--- config.mk ---
export PLATFORM = sky130hd
export DESIGN_NAME = alu_result_serializer
export DESIGN_NICKNAME = d
export VERILOG_FILES = /design/src/rtl/alu_result_serializer.sv
export SDC_FILE = /design/constraint.sdc
export NUM_CORES = 1
export LEC_CHECK = 0
export CAP_MARGIN = 10
export CORE_ASPECT_RATIO = 1.2
export CORE_MARGIN = 2
export CORE_UTILIZATION = 54
export CTS_BUF_LIST = sky130_fd_sc_hd__clkbuf_4
export CTS_CLUSTER_DIAMETER = 100
export DETAILED_ROUTE_END_ITERATION = 10
export PLACE_DENSITY = 0.76
export SLEW_MARGIN = 10
export SYNTH_ARGS = -nofsm -noshare
export SYNTH_HDL_FRONTEND = slang
export SYNTH_SLANG_ARGS = --single-unit
--- constraint.sdc ---
create_clock -name clk -period 3.99 [get_ports clk]
set_clock_uncertainty 0.2 [all_clocks]
set_input_delay 0.798 -clock clk [delete_from_list [all_inputs] [get_ports clk]]
set_output_delay 0.798 -clock clk [all_outputs]
set_load 0.02 [all_outputs]
--- src/rtl/alu_result_serializer.sv ---
// alu_result_serializer: buffers ALU results in a FIFO and emits each as a byte frame on a valid/ready port
// Ports: clk, rst_n (async active-low); cap_i/result_i/flag_i/overflow_i capture side;
//   byte_o/byte_valid_o/byte_ready_i/frame_start_o byte stream; full_o FIFO full; drop_cnt_o saturating drop count.
// Optional: define ALU_SER_CHECKSUM_EN for 3-byte frames ending in byte0^byte1.
`timescale 1ns/1ps
module alu_result_serializer #(
  parameter int DEPTH  = 4,
  parameter int DROP_W = 8
) (
  input  logic              clk,
  input  logic              rst_n,
  input  logic              cap_i,
  input  logic [13:0]       result_i,
  input  logic              flag_i,
  input  logic              overflow_i,
  output logic [7:0]        byte_o,
  output logic              byte_valid_o,
  input  logic              byte_ready_i,
  output logic              frame_start_o,
  output logic              full_o,
  output logic [DROP_W-1:0] drop_cnt_o
);
  localparam int PW = $clog2(DEPTH);
  localparam int CW = PW + 1;
`ifdef ALU_SER_CHECKSUM_EN
  typedef enum logic [1:0] {IDLE, SEND_HI, SEND_LO, SEND_CK} state_t;
`else
  typedef enum logic [1:0] {IDLE, SEND_HI, SEND_LO} state_t;
`endif
  logic [15:0]       r_mem [DEPTH];
  logic [PW-1:0]     r_wp, r_rp;
  logic [CW-1:0]     r_cnt;
  state_t            r_state;
  logic [7:0]        r_lo;
  logic [7:0]        r_byte;
  logic              r_valid, r_fs;
  logic [DROP_W-1:0] r_drop;
  logic [15:0]       w_head;
  logic              w_hs, w_last, w_pop, w_push, w_full;
`ifdef ALU_SER_CHECKSUM_EN
  logic [7:0]        r_ck;
  assign w_last = w_hs && r_state == SEND_CK;
`else
  assign w_last = w_hs && r_state == SEND_LO;
`endif
  assign w_head = r_mem[r_rp];
  assign w_hs   = r_valid && byte_ready_i;
  assign w_full = r_cnt == CW'(DEPTH);
  // the head moves to the holding register only when idle or finishing a frame, giving gapless frames
  assign w_pop  = r_cnt != '0 && (r_state == IDLE || w_last);
  // a full FIFO still takes a capture when the head leaves in the same cycle
  assign w_push = cap_i && (!w_full || w_pop);
  assign byte_o        = r_byte;
  assign byte_valid_o  = r_valid;
  assign frame_start_o = r_fs;
  assign full_o        = w_full;
  assign drop_cnt_o    = r_drop;
  always_ff @(posedge clk) begin
    if (w_push) r_mem[r_wp] <= {flag_i, overflow_i, result_i};
  end
  always_ff @(posedge clk or negedge rst_n) begin
    if (!rst_n) begin
      r_wp    <= '0;
      r_rp    <= '0;
      r_cnt   <= '0;
      r_drop  <= '0;
      r_state <= IDLE;
      r_lo    <= '0;
      r_byte  <= '0;
      r_valid <= 1'b0;
      r_fs    <= 1'b0;
`ifdef ALU_SER_CHECKSUM_EN
      r_ck    <= '0;
`endif
    end else begin
      if (w_push) r_wp <= r_wp + PW'(1);
      if (w_pop) r_rp <= r_rp + PW'(1);
      r_cnt <= r_cnt + CW'(w_push) - CW'(w_pop);
      if (cap_i && !w_push && ~&r_drop) r_drop <= r_drop + DROP_W'(1);
      if (w_pop) begin
        r_lo    <= w_head[7:0];
        r_byte  <= w_head[15:8];
        r_valid <= 1'b1;
        r_fs    <= 1'b1;
        r_state <= SEND_HI;
`ifdef ALU_SER_CHECKSUM_EN
        r_ck    <= w_head[15:8] ^ w_head[7:0];
`endif
      end else if (w_last) begin
        r_byte  <= '0;
        r_valid <= 1'b0;
        r_fs    <= 1'b0;
        r_state <= IDLE;
      end else if (w_hs) begin
        r_fs <= 1'b0;
`ifdef ALU_SER_CHECKSUM_EN
        r_byte  <= r_state == SEND_HI ? r_lo : r_ck;
        r_state <= r_state == SEND_HI ? SEND_LO : SEND_CK;
`else
        r_byte  <= r_lo;
        r_state <= SEND_LO;
`endif
      end
    end
  end
endmodule

### Sequential cells grouped by signal name, run 1

Drawn at 3 px/um.
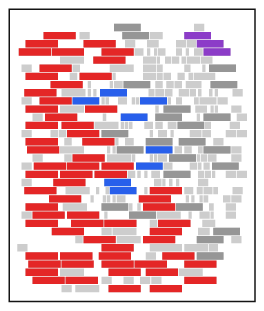
Red shows r_mem, placed flops 64. Purple shows r_cnt, placed flops 3. Blue shows r_lo, placed flops 8, where middle.
Another 23 sequential cells are not coloured.
Seq power: 1.63 mW
final core utilization: 0.657
Sequential Area: 0.00277 mm2
Seq/total area: 0.612

### Clock network drawn from the DEF, run 1

Drawn at 4 px/um.
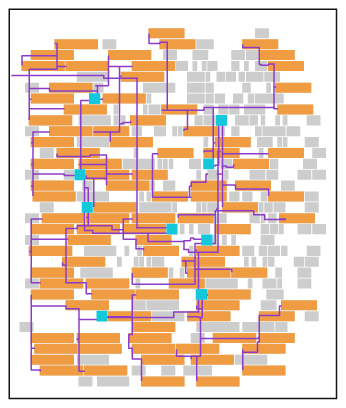
Cyan shows clock-net drivers, count 9. Purple shows clock wires, length 990 um. Orange shows flip-flops, count 98.
Position of the flops: widely spread.
clk pwr: 0.527 mW
Latency at later pin: 430 ps
Clock power frac: 0.163

### Met3 routing, run 1

Drawn at 3 px/um. Cells faint in the background.
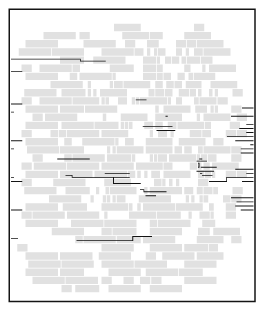
The layer carries 275 um of wire. The layer holds 4.0% of the routed length. The wires run mostly horizontal. The longest straight run is 23.0 um. 39 nets have wire on it.
GR Util met3: 0.0429
via count: 2,174

### Routing congestion, run 1

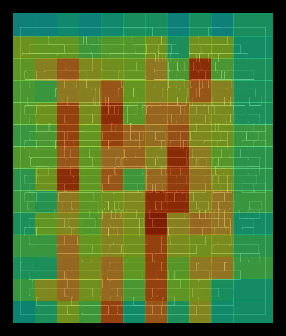
drt wl/cell: 18.1 um
GR Util All Layers: 0.192
GR Layer Usage met2: 0.326

==> out/qor.yml, run 1 <==
syn-num-nets: 263
rows: 33
h-tree-depth: 3
post_cts_buffers: 0
status: "finished clean"
wl_um: 6820
syn_area_mm2: 0.00389
syn_avg_cell_area_um2: 16.5
switching_power_mw: 1.11
grt_max_degree: 35
top_power_group: "registers"
critPathKind: "reg -> out"
worstMarginPinSlew_ps: 1140
hpwl_um: 4310
yosysWarnings: 0
grtUsageMet1: 0.237
path_max_fanout: 5
antenna_found_initial: 0
min_from: "r_lo[4]$_DFFE_PN0N_"
maxCapViolCount: 0
switching_share: 0.342
ff_count: 98
numPortBuffers: 38
postRouteAntennaNets: 0
area_growth_pct: 16.5
worstPathArrival_ps: 1860
viasPerCell: 5.78
rr_worst_depth: 8
largestClassByArea: "registers"
fin_nets: 311
cts.sink_count: 98
place.gp.congestion: 0.733
largest_register_ffs: 64
max_freq_ghz: 0.350
timing.rr.end: "r_cnt[2]$_DFF_PN0_"
synth_cells: 236
ys_seq_frac: 0.713
n_antenna_cell: 0
worst_setup_path_end_kind: "output pin"
first_global_vias: 2179
run 1: per-layer routing:
layer,vias up,share of wire
met5,-,0
met4,0,0.0098
met3,6,0.040
met2,60,0.53
met1,1122,0.42
li1,986,-
run 1: cell usage in the layout (no fill, tap or decap), types with 2 or more instances in the layout:
cell type and count:
edfxtp_1 64, clkdlybuf4s50_1 38, dfrtp_1 34, nand2_1 33
nor2_1 19, mux4_2 16, clkbuf_4 11, a221oi_1 8
ha_1 6, buf_4 6, inv_1 5, xor2_1 5
xnor2_1 4, and3_1 4, nor3_1 3, nand3_1 3
mux2_2 3, nand2b_1 2, nand4_1 2, nor4_1 2
inv_6 2, clkinvlp_4 2
run 1: critical path, stage by stage, from the launching register on:
cell,delay [ps]
dfrtp_1,460
nor2_1,220
and2_1,160
clkdlybuf4s50_1,600
run 1: cell usage after synthesis (2+ instances only):
master | number | area [um2]
dfrtp_1 | 34 | 851
nand2_1 | 33 | 124
nor2_1 | 19 | 71.3
nand2b_1 | 2 | 12.5
nand4_1 | 2 | 12.5
edfxtp_1 | 64 | 1920
nor3_1 | 3 | 15.0
ha_1 | 6 | 75.1
a221oi_1 | 8 | 70.1
xor2_1 | 5 | 43.8
xnor2_1 | 4 | 35.0
mux2_2 | 3 | 33.8
buf_2 | 5 | 25.0
nand3_1 | 3 | 15.0
nor4_1 | 2 | 12.5
inv_1 | 5 | 18.8
mux4_2 | 16 | 360
and3_1 | 4 | 25.0
run 1: stage by stage:
step	power (mW)	utilization	cells	hold slack, ps	instance area [um2]
floorplan	2.34	-	236	247	3890
global placement	2.71	0.636	360	262	4390
global route	3.44	0.657	376	312	4530
finish	3.24	0.657	376	297	4530
detailed placement	2.75	0.636	360	264	4390
CTS	3.28	0.657	376	298	4530
==> inputs of run 2 (changes only) <==
--- a/config.mk
+++ b/config.mk
@@ -8,11 +8,11 @@
 export CAP_MARGIN = 10
 export CORE_ASPECT_RATIO = 1.2
 export CORE_MARGIN = 2
-export CORE_UTILIZATION = 54
+export CORE_UTILIZATION = 53
 export CTS_BUF_LIST = sky130_fd_sc_hd__clkbuf_4
 export CTS_CLUSTER_DIAMETER = 100
 export DETAILED_ROUTE_END_ITERATION = 10
-export PLACE_DENSITY = 0.76
+export PLACE_DENSITY = 0.78
 export SLEW_MARGIN = 10
 export SYNTH_ARGS = -nofsm -noshare
 export SYNTH_HDL_FRONTEND = slang
==> constraint.sdc (replaced) <==
create_clock -name clk -period 2.4 [get_ports clk]
set_clock_uncertainty 0.2 [all_clocks]
set_input_delay 0.48 -clock clk [delete_from_list [all_inputs] [get_ports clk]]
set_output_delay 0.48 -clock clk [all_outputs]
set_load 0.02 [all_outputs]
### Clock network drawn from the DEF, run 2

Drawn at 4 px/um.
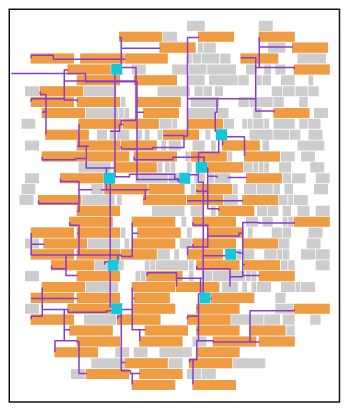
Orange shows flip-flops, count 98. Purple shows clock wires, length 971 um. Cyan shows clock-net drivers, count 9.
Position of the flops: widely spread.
Clock power frac: 0.147
clk pwr: 0.803 mW

### Routing congestion, run 2

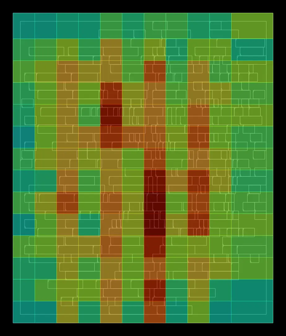
global route hottest layer: met2
GR Layer Usage met2: 0.313

==> run 2 against run 1 <==
Net effect: die area is 1.8% higher; sequential share of layout area is 2.1 points lower; critical path type is now in -> reg; first-iteration DRC count is 2.8% higher; critical path depth is 6 higher; cell area is 3.6% higher; clock-buffer cell count is 2 lower; via count is 2.5% higher.
==> out/qor.yml, run 2 <==
status: "finished clean"
rr_worst_depth: 8  # unchanged
hold_ws_ps: 249  # -48.5 ps
critPathBufInv: 1  # unchanged
switching_share: 0.348  # +0.00600
use_met3: 0.0416  # -0.00132
synth_cells: 236  # unchanged
path_max_fanout: 5  # unchanged
seqCellArea_mm2: 0.00278  # about the same
critical_path_depth: 9  # +6
rows: 34  # +3.0%
grt_max_degree: 35  # unchanged
cts.sink_count: 98  # unchanged
hpwl_um: 4450  # +3.1%
numPortBuffers: 38  # unchanged
syn-num-nets: 263  # unchanged
maxCapViolCount: 0  # unchanged
max_stage_delay_ps: 470  # -130 ps
ys_seq_frac: 0.713  # unchanged
instances_no_fill: 393  # +4.5%
fin_area_mm2: 0.00469  # +3.6%
routedWlPerCell_um: 17.1  # -5.5%
netlist_top_cells_count: "edfxtp_1 (64), dfrtp_1 (34), nand2_1 (33), nor2_1 (19), mux4_2 (16)"
wl_um: 6730  # -1.2%
placedCellCount: 377  # +4.7%
grtUsageMet1: 0.226  # -0.0109
yosysWarnings: 0  # unchanged
switching_power_mw: 1.91  # +72%
syn_area_mm2: 0.00389  # unchanged
first_global_vias: 2232  # +2.4%
maxUsedRoutingLayer: "met4"
cpMaxStageDelayCell: "clkdlybuf4s50_1"
worstPathArrival_ps: 2440  # +580 ps
timing.rr.end: "r_cnt[2]$_DFF_PN0_"
worst_setup_path_end_kind: "flop"
## run 2: cell types whose count changed in the layout (fill, tap and decap cells not counted), sizes merged
cell,previous run,this run
bufinv,1,0
clkinvlp,2,1
clkdlybuf4s50,38,37
buf,6,20
clkinv,0,2
dlygate4sd2,0,1
clkbuf,11,9
inv,7,9
## run 2: layout make-up
class / count / area share
tap: 90 / 0.0240
timing repair buffer: 58 / 0.123
multi-input combinational: 126 / 0.230
clock buffer: 9 / 0.0144
clock inverter: 7 / 0.0128
inverter: 5 / 0.00400
sequential: 98 / 0.591
## run 2: logic make-up after synthesis
kind of cell             after synthesis  share of synthesized area
AND-OR/OR-AND                         17                     0.0402
XOR/XNOR                               9                     0.0203
adder cells (fa/ha/maj)                7                     0.0245
buffers and inverters                 12                     0.0142
flip-flops                            98                      0.713
multiplexers                          19                      0.101
AND/OR/NAND/NOR                       74                     0.0863
## run 2: stage by stage
stage	total power [mW]	utilization
after floorplan	3.91	-
after global routing	5.84	0.653
final	5.48	0.653
after global placement	4.66	0.633
after CTS	5.52	0.651
after detailed placement	4.73	0.633
## run 2: what timing repair did
action	CTS	global route
resized	2	3
hold buffers	0	0
setup endpoints to repair	1	2
## run 2: worst min path at each step
stage / startpoint / to
after CTS: rst_n / r_state[1]$_DFFE_PN0P_
after global placement: r_lo[0]$_DFFE_PN0N_ / r_lo[0]$_DFFE_PN0N_
after global routing: rst_n / byte_o[4]$_DFFE_PN0P_
after floorplan: rst_n / byte_o[0]$_DFFE_PN0P_
final: rst_n / r_lo[0]$_DFFE_PN0N_
after detailed placement: r_lo[7]$_DFFE_PN0N_ / r_lo[7]$_DFFE_PN0N_
==> inputs of run 3 (changes only) <==
--- a/config.mk
+++ b/config.mk
@@ -13,6 +13,7 @@
 export CTS_CLUSTER_DIAMETER = 100
 export DETAILED_ROUTE_END_ITERATION = 10
 export PLACE_DENSITY = 0.78
+export SKIP_LAST_GASP = 1
 export SLEW_MARGIN = 10
 export SYNTH_ARGS = -nofsm -noshare
 export SYNTH_HDL_FRONTEND = slang
### Routing congestion, run 3

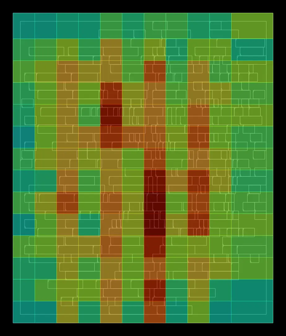
GR Util All Layers: 0.183
GRT met1 Usage: 0.226
drt wl/cell: 17.1 um

### Sequential cells grouped by signal name, run 3

Drawn at 3 px/um.
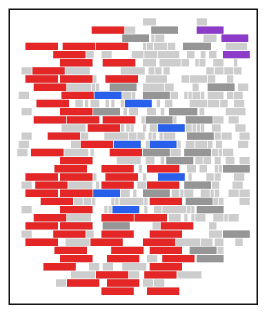
Blue shows r_lo, placed flops 8, where middle. Purple shows r_cnt, placed flops 3. Red shows r_mem, placed flops 64.
Another 23 sequential cells are not coloured.
Sequential Area: 0.00278 mm2
Seq power: 2.59 mW
final core utilization: 0.653

==> run 3 against run 2 <==
Net effect: flip-flop count did not move; die area did not move; maximum frequency did not move; core utilization did not move; largest cell class unchanged; largest power group unchanged; highest routed layer unchanged.
==> out/qor.yml, run 3 <==
status: "finished clean"
numSynthFlops: 98
critPathBufInv: 1  # unchanged
cts_max_path_buffers: 2
vdd_drop_max_v: 0.000592
synthTopCellsByArea: "edfxtp_1 (49%), dfrtp_1 (22%), mux4_2 (9.3%)"
floorplan.core_util: 0.541
worstPathRequired_ps: 2550
p_int_mw: 3.57
power.density_mw_per_mm2: 1170
numPortBuffers: 38  # unchanged
drt_iter0_markers: 181
cts.sink_count: 98  # unchanged
start_kind: "input port"
instances_no_fill: 393  # unchanged
ys_chip_area_mm2: 0.00389
postRouteAntennaNets: 0
place.gp.congestion: 0.740
h-tree-depth: 3
largest_area_cell: "edfxtp_1"
tool_warnings: 29
cpMaxStageDelayCell: "clkdlybuf4s50_1"
grt_pass1_wl_um: 10800
relSlewSlack: 0.689
fin_ws_ps: 103
syn-num-nets: 263  # unchanged
hp-class: "in -> async"
syn_area_mm2: 0.00389  # unchanged
grt_max_degree: 35  # unchanged
critical_path_depth: 9  # unchanged
finalSetupViolCount: 0
dominantRegCellSynth: "edfxtp_1"
maxSlewViolCount: 0
yosysWarnings: 0  # unchanged
leakagePower_nw: 1.78
area_growth_pct: 20.8
postPlaceCellArea_mm2: 0.00455
synth.distinct_cells: 36
switching_share: 0.348  # unchanged
rows: 34  # unchanged
core-area_mm2: 0.00719
placedCellCount: 377  # unchanged
regToRegStartpoint: "byte_valid_o$_DFFE_PN0N_"
ctsHoldBuffers: 0  # unchanged
drt-pass1-iter-count: 4
wl_um: 6730  # unchanged
clock.latency.late_pin_ps: 430
max_freq_ghz: 0.435
fin_nets: 325
rsz0062_at_grt: "false"
syn_avg_cell_area_um2: 16.5
maxCapViolCount: 0  # unchanged
synth_cells: 236  # unchanged
dp_slack_ps: -426
ys_seq_frac: 0.713  # unchanged
max_stage_delay_ps: 470  # about the same
first_global_vias: 2232  # unchanged
hold_ws_ps: 249  # unchanged
switching_power_mw: 1.91  # unchanged
lay_top_count: "edfxtp_1"
fin_setup_tns_ps: 0
period_needed_ps: 2300
layout-drive-gt1-share: 0.215
path_max_fanout: 5  # unchanged
crit_chain: "clkdlybuf4s50_1 > a21boi_4 > o211ai_1 > nand2_1 > o21ai_0 > ha_1 > fa_1 > xor2_1 > xnor2_1"
worst_setup_path_end_kind: "flop"
total_power_mw: 5.48  # unchanged
largest_register_ffs: 64
timing.rr.end: "r_cnt[2]$_DFF_PN0_"
async_reset_ff_frac: 0.347
critPathKind: "in -> reg"
cp_top_family: "adder cells"
layout_top_cells: "edfxtp_1 (64), clkdlybuf4s50_1 (37), nand2_1 (33), dfrtp_1 (32), nor2_1 (18)"
worstPathArrival_ps: 2440  # about the same
rr_worst_depth: 8  # unchanged
regMostFlops: "r_mem"
fin_area_mm2: 0.00469  # unchanged
yosys_cells: 236
hpwl_um: 4450  # unchanged
netlist_top_cells_count: "edfxtp_1 (64), dfrtp_1 (34), nand2_1 (33), nor2_1 (19), mux4_2 (16)"
routed-via-count: 2228
clk_pin_slew_ps: 170
p_clk_frac: 0.147  # about the same
seq_power_share: 0.473
synth-edff-count: 64
root_buffer: "clkbuf_4"
num_io_pins: 39
viasPerCell: 5.67
fp.dieArea_mm2: 0.00804
-- run 3: how the worst min path moves through the flow --
stage                             start                     end  slack (ps)  cells after the start
finish                            rst_n     r_lo[0]$_DFFE_PN0N_         250                      2
global route                      rst_n   byte_o[4]$_DFFE_PN0P_         270                      2
CTS                               rst_n  r_state[1]$_DFFE_PN0P_         240                      2
detailed placement  r_lo[7]$_DFFE_PN0N_     r_lo[7]$_DFFE_PN0N_         270                      2
global placement    r_lo[0]$_DFFE_PN0N_     r_lo[0]$_DFFE_PN0N_         260                      2
floorplan                         rst_n   byte_o[0]$_DFFE_PN0P_         -20                      0
-- run 3: final cells by class --
class / instances / area [um2]
Multi-Input combinational cell: 126 / 1080
Clock buffer: 9 / 67.6
Fill cell: 510 / 2490
Inverter: 5 / 18.8
Timing Repair Buffer: 58 / 579
Tap cell: 90 / 113
Sequential cell: 98 / 2780
Clock inverter: 7 / 60.1
-- run 3: timing repair --
action                     4_1_cts  5_1_grt
gates resized                    2        3
setup endpoints to repair        1        2
cloned                           0        0
-- run 3: cells by family after synthesis --
kind of cell / synth area share
flops: 0.713
simple gates: 0.0863
mux: 0.101
compound gates: 0.0402
buf+inv: 0.0142
xor+xnor: 0.0203
fa+ha+maj: 0.0245
-- run 3: power groups by stage --
stage	Clock (mW)	Sequential [mW]	Combinational [mW]
2_1_floorplan	0	2.67	1.24
3_3_place_gp	0	2.60	2.06
3_5_place_dp	0	2.62	2.11
4_1_cts	0.822	2.58	2.12
5_1_grt	0.901	2.64	2.30
6_report	0.803	2.59	2.09
-- run 3: layer usage --
layer  up-vias  GRT usage  wire length, um  share of wire
met5         -          0                0              0
met4         0     0.0654              110          0.016
met3         9     0.0416              263          0.039
met2        53      0.313             3580           0.53
met1      1146      0.226             2780           0.41
li1       1020          -                -              -
Power is estimated from default activity; no workload was simulated.
